Figure 1. Wires at chosen ports, followed through buffers.
(2 px per µm)
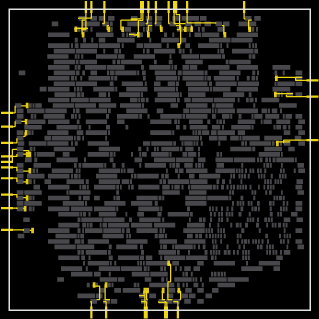
Figure 2. Clock network drawn from the DEF.
(3 px per µm)
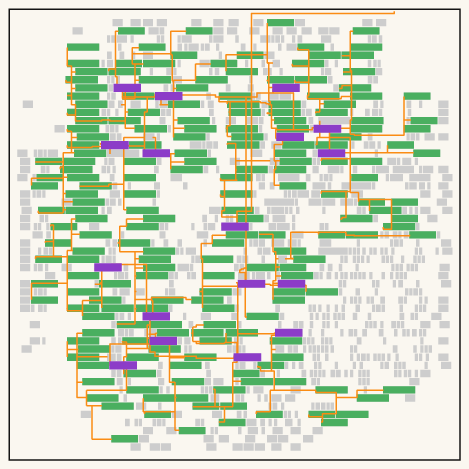
Figure 3. Placed cells, one colour a class.
(2 px per µm) Fill, decap, tap and diode cells in grey.
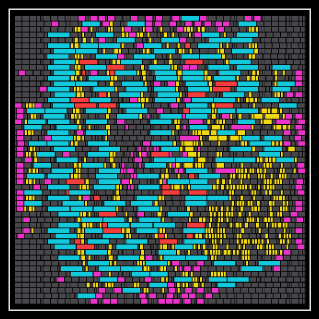
Figure 4. Clock nets.
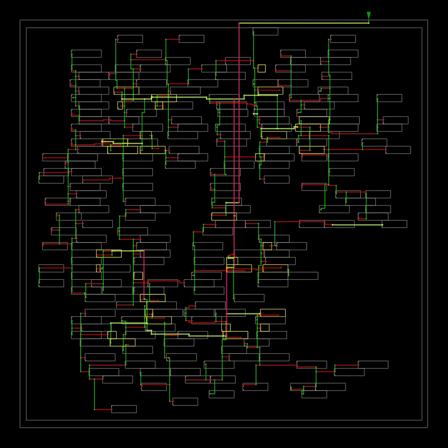
==> config.mk <==
export PLATFORM = sky130hd
export DESIGN_NAME = writeback_arbiter_flat
export DESIGN_NICKNAME = d
export VERILOG_FILES = /design/src/rtl/writeback_arbiter_if.sv /design/src/rtl/writeback_arbiter.sv /design/src/flat_wrapper.sv
export SDC_FILE = /design/constraint.sdc
export NUM_CORES = 1
export LEC_CHECK = 0
export ABC_AREA = 1
export CORE_MARGIN = 2
export CORE_UTILIZATION = 40
export DETAILED_ROUTE_END_ITERATION = 12
export GPL_TIMING_DRIVEN = 0
export SYNTH_ARGS = -nofsm -noshare
export SYNTH_HDL_FRONTEND = slang
export SYNTH_SLANG_ARGS = --single-unit
==> constraint.sdc <==
create_clock -name clk -period 7.4 [get_ports clk]
set_input_delay 0.74 -clock clk [delete_from_list [all_inputs] [get_ports clk]]
set_output_delay 0.74 -clock clk [all_outputs]
set_load 0.05 [all_outputs]
==> results.cfg <==
; yosys + openroad results
[final_timing]
finalClockPeriodUsage = 0.489
slew_viol_final = 0
rsz0062_at_grt = false
tns_ns = 0
max_freq_mhz = 276
hold_viol_final = 0
maxSlewHeadroom = 0.362
fin_crit_ns = 3.62
setup_ws_ns = 3.78
whs_ns = 0.481
worstMarginPinSlew_ns = 0.955

[setup_path]
crit_type = in2out
worst_setup_path_end_kind = primary output
arrival_ns = 2.88
cp_max_fo = 6
crit_required_ns = 6.66
crit_path_top_delay_cell = clkdlybuf4s50_1
critPathMaxStageDelay_ns = 0.81
startpoint_type = primary input
r2r_slack_ns = 4.94

[power]
power_density_mw_per_mm2 = 370
p_total_mw = 4.03
irDropWorstVdd_mv = 0.209
p_leak_nw = 4.27

[synth]
yosysMostFrequentCell = nand2_1
largest_area_cell = edfxtp_1
mux_share = 0
top_cells_by_area = edfxtp_1, dfrtp_1, nand2_1
syn_inst = 818
edf_count = 148
syn_area_per_cell_um2 = 10.4
yosys_warnings = 0
synth_flops = 197
synthAoiAreaFrac = 0.0797
ys_area_mm2 = 0.00850
ff_type = edfxtp_1
top_cells_by_count = nand2_1, edfxtp_1, nor2_1
synth.distinct_cells = 24
ys_seq_share = 0.667
yosys_cells = 818
simple_gate_area_frac = 0.185
synthXorXnorAreaFrac = 0.00412
synthArstFlopShare = 0.249
top_logic_kind = simple AND/OR/NAND/NOR gates

[clock_network]
cts.repair.resized = 0
cts_tree = built
clk_pin_slew_ns = 0.07
numCtsBuffers = 17
clockRootBuffer = clkbuf_16
post_cts.repair.setup_buffers = 0
cts_hold_buf = 0
cts_max_path_buffers = 2

[final_layout]
fin_cells = 1262
layout.cells.most_common = nand2_1
num-nets-final = 1072
most-common-layout-cells = nand2_1, edfxtp_1, clkdlybuf4s50_1
area_delta_synth_final_pct = 28.3

[placed_design]
place_hpwl_mm = 15.1
globalplace.congestion = 0.894
dp_cells = 1229
place_area_mm2 = 0.0103

[global_routing]
grt_pass1_wl_mm = 33.9
antenna_found_initial = 1
grt.total_usage = 0.202
grt-ovfl-total = 0
grt_pass1_vias = 6174
grt_max_degree = 34

[routing]
post_drt_wl_per_cell_um = 17.5
wl_mm = 22.0
route.detailed.drc = 0
drt_iter0_drc = 412
vias = 6276
ant_nets = 0

[outcome]
outcome = finished clean

[floorplan]
fp_util = 0.405
die_y_um = 150

[job]
cap_violations = 0

[hold_path]
hold-path-cell-count = 2
hp-class = reg2reg
Notes on Figure 1 above:
Yellow stands for `bus_alu_data`, bits 32, direction input, end cells 32, buffers 32, wire 444 µm.
IO Pins: 132
Port Buf Inserts: 131

Notes on Figure 2 above:
Green stands for flip-flops, count 197. Purple stands for clock-net drivers, count 17. Orange stands for clock wires, length 2110 µm.
Position of the flops: widely spread. There are 18 routed clock nets.
Worst-Skew Late Latency: 0.43 ns
Worst Clk Skew: 0.00743 ns
Clk network pwr share: 0.230
clock-net power: 928 µW

Notes on Figure 3 above:
Red stands for clock drivers and dummy loads, cells 32. Yellow stands for remaining logic cells, cells 586. Magenta stands for remaining buffers and delay cells, cells 171. Cyan stands for sequential cells, cells 197.
final core utilization: 0.520
core footprint: 0.0210 mm²
cell area after layout: 0.0109 mm²
Seq area share: 0.520

Notes on Figure 4 above:
Num Clock Sinks: 197
registers: 197

==> critical path, delay by kind of cell <==
family        cells  cell delay (ns)
simple gates      7             0.58
buf+inv           3             1.55
==> where the power goes <==
part           internal, mW  leakage [nW]  switching [mW]
logic                 0.534          2.06            1.07
registers              1.40          1.93           0.103
clock network         0.507         0.283           0.421
total                  2.44          4.27            1.60
==> metal layers <==
layer,part of all wire,vias up,routed length (µm),GRT usage
li1,-,3076,-,-
met3,0.054,18,1180,0.0393
met5,0,-,0,0
met4,0.014,0,314,0.0590
met2,0.48,170,10600,0.336
met1,0.45,3012,9910,0.272
==> layout make-up <==
type	instances	area, µm²
flip-flops and latches	197	5670
repair buffers	136	1430
clock buffers	17	425
clock inverters	15	166
fillers	1904	10100
inverters	46	173
well taps	275	344
multi-input cells	540	2460
diodes	1	2.50
plain buffers	35	223
Power is estimated from default activity; no workload was simulated.
